**src/rtl/aes_key_sched_ctrl_if.sv**
```systemverilog
// rtl/aes_key_sched_ctrl_if.sv - key-schedule controller handshake, S-box and round-key stream bundle
interface aes_key_sched_ctrl_if #(
  parameter int WORD_SIZE = 32,
  parameter int KEY_SIZE  = 128
);
  logic                 start;
  logic [KEY_SIZE-1:0]  key_in;
  logic [WORD_SIZE-1:0] sub_word_o;
  logic [WORD_SIZE-1:0] sub_word_i;
  logic                 busy;
  logic                 rk_valid;
  logic [3:0]           rk_round;
  logic [KEY_SIZE-1:0]  rk_out;
  logic                 done;

  // Key source / round datapath / S-box owner side
  modport master (
    output start, key_in, sub_word_i,
    input  sub_word_o, busy, rk_valid, rk_round, rk_out, done
  );

  // Key-schedule controller side
  modport slave (
    input  start, key_in, sub_word_i,
    output sub_word_o, busy, rk_valid, rk_round, rk_out, done
  );
endinterface

```
**src/rtl/aes_key_sched_ctrl.sv**
```systemverilog
// rtl/aes_key_sched_ctrl.sv - sequential AES-128 key expansion, one round key per clock; optional store via AES_KEY_SCHED_KEY_STORE_EN
module aes_key_sched_ctrl #(
  parameter int ROUNDS    = 10,
  parameter int WORD_SIZE = 32,
  parameter int KEY_SIZE  = 128
) (
  input  logic                 clk,
  input  logic                 rst,
  aes_key_sched_ctrl_if.slave  bus
`ifdef AES_KEY_SCHED_KEY_STORE_EN
  ,
  input  logic [3:0]           rd_idx,
  output logic [KEY_SIZE-1:0]  rd_key
`endif
);

  typedef enum logic {IDLE, EXPAND} state_t;

  localparam logic [3:0] LAST_ROUND = 4'(ROUNDS);

  state_t               state_q, state_d;
  logic [KEY_SIZE-1:0]  work_q, work_d;
  logic [3:0]           cnt_q, cnt_d;
  logic [7:0]           rcon_q, rcon_d;
  logic                 busy_q, busy_d;
  logic                 valid_q, valid_d;
  logic                 done_q, done_d;

  logic [WORD_SIZE-1:0] w0, w1, w2, w3;
  logic [WORD_SIZE-1:0] n0, n1, n2, n3;
  logic [KEY_SIZE-1:0]  next_key;
  logic [7:0]           rcon_next;

  // The working register doubles as the presented round key
  assign w0 = work_q[KEY_SIZE-1 -: WORD_SIZE];
  assign w1 = work_q[KEY_SIZE-1-WORD_SIZE -: WORD_SIZE];
  assign w2 = work_q[2*WORD_SIZE-1 -: WORD_SIZE];
  assign w3 = work_q[WORD_SIZE-1:0];

  // RotWord of w3 goes to the shared S-box; depends only on flops, so no loop through sub_word_i
  assign bus.sub_word_o = {w3[WORD_SIZE-9:0], w3[WORD_SIZE-1 -: 8]};

  // Next round key from the S-box result and the current round constant
  always_comb begin
    n0       = w0 ^ bus.sub_word_i ^ {rcon_q, {(WORD_SIZE-8){1'b0}}};
    n1       = w1 ^ n0;
    n2       = w2 ^ n1;
    n3       = w3 ^ n2;
    next_key = {n0, n1, n2, n3};
    rcon_next = {rcon_q[6:0], 1'b0} ^ (rcon_q[7] ? 8'h1b : 8'h00);
  end

  // Next-state and registered-output decode
  always_comb begin
    state_d = state_q;
    work_d  = work_q;
    cnt_d   = cnt_q;
    rcon_d  = rcon_q;
    busy_d  = 1'b0;
    valid_d = 1'b0;
    done_d  = 1'b0;
    case (state_q)
      IDLE: begin
        if (bus.start) begin
          state_d = EXPAND;
          work_d  = bus.key_in;
          cnt_d   = 4'd0;
          rcon_d  = 8'h01;
          busy_d  = 1'b1;
          valid_d = 1'b1;
        end
      end
      EXPAND: begin
        // start is deliberately ignored here, including the done cycle
        if (cnt_q < LAST_ROUND) begin
          work_d  = next_key;
          cnt_d   = cnt_q + 4'd1;
          rcon_d  = rcon_next;
          busy_d  = 1'b1;
          valid_d = 1'b1;
          done_d  = (cnt_q == LAST_ROUND - 4'd1);
        end else begin
          state_d = IDLE;
        end
      end
      default: state_d = IDLE;
    endcase
  end

  // Controller state and outputs; reset aborts any expansion immediately
  always_ff @(posedge clk or posedge rst) begin
    if (rst) begin
      state_q <= IDLE;
      work_q  <= '0;
      cnt_q   <= 4'd0;
      rcon_q  <= 8'h01;
      busy_q  <= 1'b0;
      valid_q <= 1'b0;
      done_q  <= 1'b0;
    end else begin
      state_q <= state_d;
      work_q  <= work_d;
      cnt_q   <= cnt_d;
      rcon_q  <= rcon_d;
      busy_q  <= busy_d;
      valid_q <= valid_d;
      done_q  <= done_d;
    end
  end

  assign bus.busy     = busy_q;
  assign bus.rk_valid = valid_q;
  assign bus.rk_round = cnt_q;
  assign bus.rk_out   = work_q;
  assign bus.done     = done_q;

`ifdef AES_KEY_SCHED_KEY_STORE_EN
  logic [KEY_SIZE-1:0] store_q [0:ROUNDS];
  logic [KEY_SIZE-1:0] store_d [0:ROUNDS];

  // Capture each streamed round key at its round index; start does not clear it
  always_comb begin
    store_d = store_q;
    if (valid_q && (cnt_q <= LAST_ROUND)) begin
      store_d[cnt_q] = work_q;
    end
  end

  // Store registers; reads see the pre-write contents within a cycle
  always_ff @(posedge clk or posedge rst) begin
    if (rst) begin
      for (int i = 0; i <= ROUNDS; i++) begin
        store_q[i] <= '0;
      end
    end else begin
      store_q <= store_d;
    end
  end

  assign rd_key = (rd_idx <= LAST_ROUND) ? store_q[rd_idx] : '0;
`endif

endmodule

```
**src/flat_wrapper.sv**
```systemverilog
// flat-port wrapper written by rule: the top's interface ports become plain ports
module aes_key_sched_ctrl_flat 
#(
  parameter int ROUNDS    = 10,
  parameter int WORD_SIZE = 32,
  parameter int KEY_SIZE  = 128
)
  (clk, rst, bus_start, bus_key_in, bus_sub_word_i, bus_sub_word_o, bus_busy, bus_rk_valid, bus_rk_round, bus_rk_out, bus_done);
  aes_key_sched_ctrl_if #(.WORD_SIZE(WORD_SIZE), .KEY_SIZE(KEY_SIZE)) bus_i ();
  input  logic clk;
  input  logic rst;
  input wire logic [$bits(bus_i.start)-1:0] bus_start;
  input wire logic [$bits(bus_i.key_in)-1:0] bus_key_in;
  input wire logic [$bits(bus_i.sub_word_i)-1:0] bus_sub_word_i;
  output wire logic [$bits(bus_i.sub_word_o)-1:0] bus_sub_word_o;
  output wire logic [$bits(bus_i.busy)-1:0] bus_busy;
  output wire logic [$bits(bus_i.rk_valid)-1:0] bus_rk_valid;
  output wire logic [$bits(bus_i.rk_round)-1:0] bus_rk_round;
  output wire logic [$bits(bus_i.rk_out)-1:0] bus_rk_out;
  output wire logic [$bits(bus_i.done)-1:0] bus_done;
  assign bus_i.start = bus_start;
  assign bus_i.key_in = bus_key_in;
  assign bus_i.sub_word_i = bus_sub_word_i;
  assign bus_sub_word_o = bus_i.sub_word_o;
  assign bus_busy = bus_i.busy;
  assign bus_rk_valid = bus_i.rk_valid;
  assign bus_rk_round = bus_i.rk_round;
  assign bus_rk_out = bus_i.rk_out;
  assign bus_done = bus_i.done;
  aes_key_sched_ctrl #(.ROUNDS(ROUNDS), .WORD_SIZE(WORD_SIZE), .KEY_SIZE(KEY_SIZE)) u_core (.clk(clk), .rst(rst), .bus(bus_i));
endmodule
```
**config.mk**
```make
export PLATFORM = sky130hd
export DESIGN_NAME = aes_key_sched_ctrl_flat
export DESIGN_NICKNAME = d
export VERILOG_FILES = /design/src/rtl/aes_key_sched_ctrl_if.sv /design/src/rtl/aes_key_sched_ctrl.sv /design/src/flat_wrapper.sv
export SDC_FILE = /design/constraint.sdc
export NUM_CORES = 1
export LEC_CHECK = 0
export CAP_MARGIN = 10
export CORE_UTILIZATION = 40
export CTS_CLUSTER_DIAMETER = 100
export CTS_CLUSTER_SIZE = 12
export DETAILED_ROUTE_END_ITERATION = 10
export MAX_ROUTING_LAYER = met4
export PLACE_DENSITY = 0.85
export SLEW_MARGIN = 10
export SYNTH_ARGS = -nofsm -noshare
export SYNTH_HDL_FRONTEND = slang
export SYNTH_SLANG_ARGS = --single-unit
export TNS_END_PERCENT = 1
```
**constraint.sdc**
```tcl
create_clock -name clk -period 12.4 [get_ports clk]
set_clock_uncertainty 0.15 [all_clocks]
set_input_delay 2.48 -clock clk [delete_from_list [all_inputs] [get_ports clk]]
set_output_delay 2.48 -clock clk [all_outputs]
set_load 0.1 [all_outputs]
```
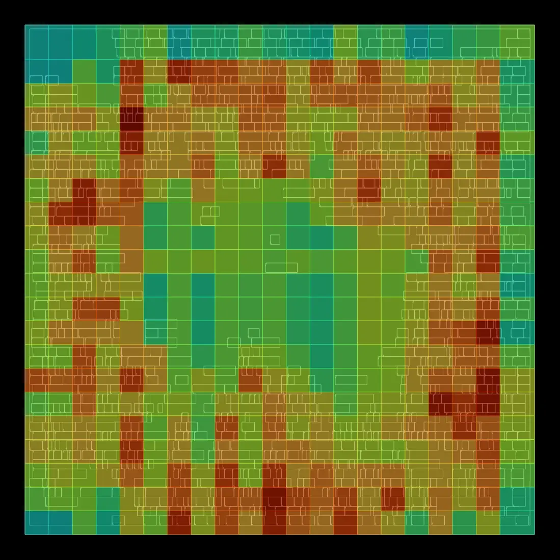
(images/congestion_map.png)
grt met2 use: 43.7%
routed len/inst: 17.8 um
GR Util All Layers: 25.4%

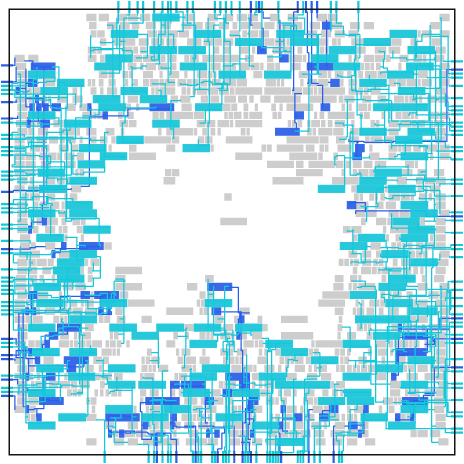
(images/port_trees.png)
Drawn at 3 px/um.
Blue shows bus_sub_word_i, direction input, edge 11 west, 10 south, 6 north, 5 east, end cells 92, buffers 32, wire 1,250 um. Cyan shows bus_rk_out, direction output, edge 42 east, 34 west, 29 south, 23 north, end cells 128, buffers 128, wire 6,060 um.
# IOs: 330
port bufs: 329

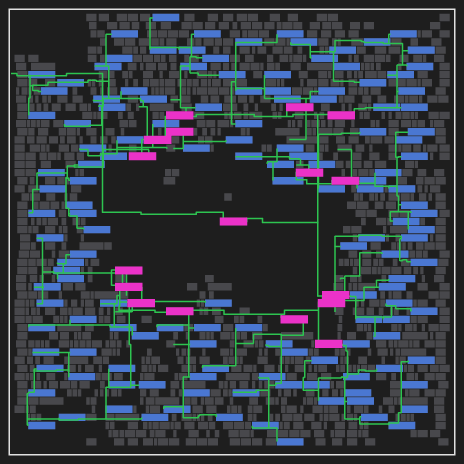
(images/clock_wires.png)
Drawn at 3 px/um.
Green shows clock wires, length 2,040 um. Magenta shows clock-net drivers, count 17. Blue shows flip-flops, count 142.
Position of the flops: all over the die. There are 18 routed clock nets.
Late-Pin Clk Latency: 0.42 ns

==> run summary <==
Status: complete, no violations
RSZ-0062 raised after global routing: false
OpenROAD warnings: 27
Netlist cell types: 39
Root cell of the clock tree: clkbuf_16
Placed insts: 1,484
Worst Hold Path Cells: 2
Worst Path Arrival: 2.76 ns
Layout area overhead: 44.5%
Worst-path cell chain: clkdlybuf4s50_1
CP delay by family, top: buffers and inverters
Vias: 8,105
Synthesis area per yosys: 8530 um^2
NumNets Final: 1,393
Critical Path Slowest Stage Cell: clkdlybuf4s50_1
Crit path buf inv count: 1
Post-synth top area share: 41.4%
Most common logic cell in the routed design: clkdlybuf4s50_1
First-pass GRT wire length: 42.3 mm
Initial antenna violation count: 1
Chip height: 148 um
Routed Antenna Nets: 0
Post-Syn Instances: 969
CTS Buffer Depth: 2
Largest net degree at the start of global routing: 96
Avg Inst Size Synth: 8.80 um^2
Placer Congestion: 0.847
Min Tclk post-route: 5.39 ns
-- cells by family after synthesis --
kind of cell | after synthesis | synth area share [%]
adder cells (fa/ha/maj) | 2 | 0.293
AND-OR/OR-AND | 255 | 18.3
AND/OR/NAND/NOR | 304 | 15.0
multiplexers | 9 | 1.06
buffers and inverters | 125 | 7.13
flip-flops | 142 | 41.7
XOR/XNOR | 132 | 16.5
-- cells in the mapped netlist (all sizes together), types with 9 or more instances --
| cell type | n |
|---|---|
| nand2 | 153 |
| nor3 | 14 |
| xnor2 | 87 |
| mux2i | 9 |
| xor2 | 28 |
| o22ai | 36 |
| nor2 | 76 |
| nand3 | 31 |
| o21ai | 75 |
| clkbuf | 43 |
| a21oi | 60 |
| dfrtp | 141 |
| a31oi | 20 |
| o211ai | 21 |
| buf | 50 |
| a211oi | 15 |
| xnor3 | 14 |
| nor2b | 14 |
| inv | 32 |
-- final timing paths --
| path | startpoint | end | slack [ns] |
|---|---|---|---|
| setup / recovery | u_core.state_q | bus_rk_valid | 7.01 |
| hold / removal | u_core.rcon_q[0] | u_core.rcon_q[0] | 0.37 |
| setup reg to reg | u_core.bus.rk_round[1] | u_core.bus.rk_out[74] | 8.79 |
| hold reg to reg | u_core.rcon_q[0] | u_core.rcon_q[0] | 0.37 |
| max in group asynchronous | rst | u_core.state_q | 8.12 |
| min in group asynchronous | rst | u_core.bus.rk_out[16] | 2.36 |
-- registers in the layout (all words and copies together), names as in the netlist --
signal,count
u_core.bus.rk_round,4
u_core.bus.rk_out,128
u_core.bus.done,1
u_core.rcon_q,8
u_core.state_q,1
-- metrics by stage --
step                      hold WS (ns)  utilization [%]
final                            0.375             58.8
after floorplan                  0.330                -
after CTS                        0.382             58.8
after global routing             0.393             58.8
after global placement           0.350             56.0
after detailed placement         0.370             56.0
-- layer usage --
metal	part of all wire, %	global-route usage (%)	wire (um)	vias up
li1	-	-	-	3814
met1	39	28.9	10600	3915
met2	51	43.7	13700	335
met3	7.2	5.86	1940	41
met4	2.8	8.51	759	0
met5	0	-	0	-
-- worst reg2reg max path, cell delays in order (launching register included) --
cell     delay [ns]
dfrtp_1        0.47
o21ai_2        0.86
and2_1         0.23
buf_4          0.37
nor2_4         0.25
inv_2          0.58
o21ai_0        0.24
a221o_1        0.34
-- area by class of cell --
type	instances	area [um^2]
flip-flops and latches	142	3560
repair buffers	333	3320
inverters	32	125
diodes	1	2.50
clock inverters	11	134
clock buffers	20	447
well taps	275	344
multi-input cells	702	4400
fillers	1800	8630
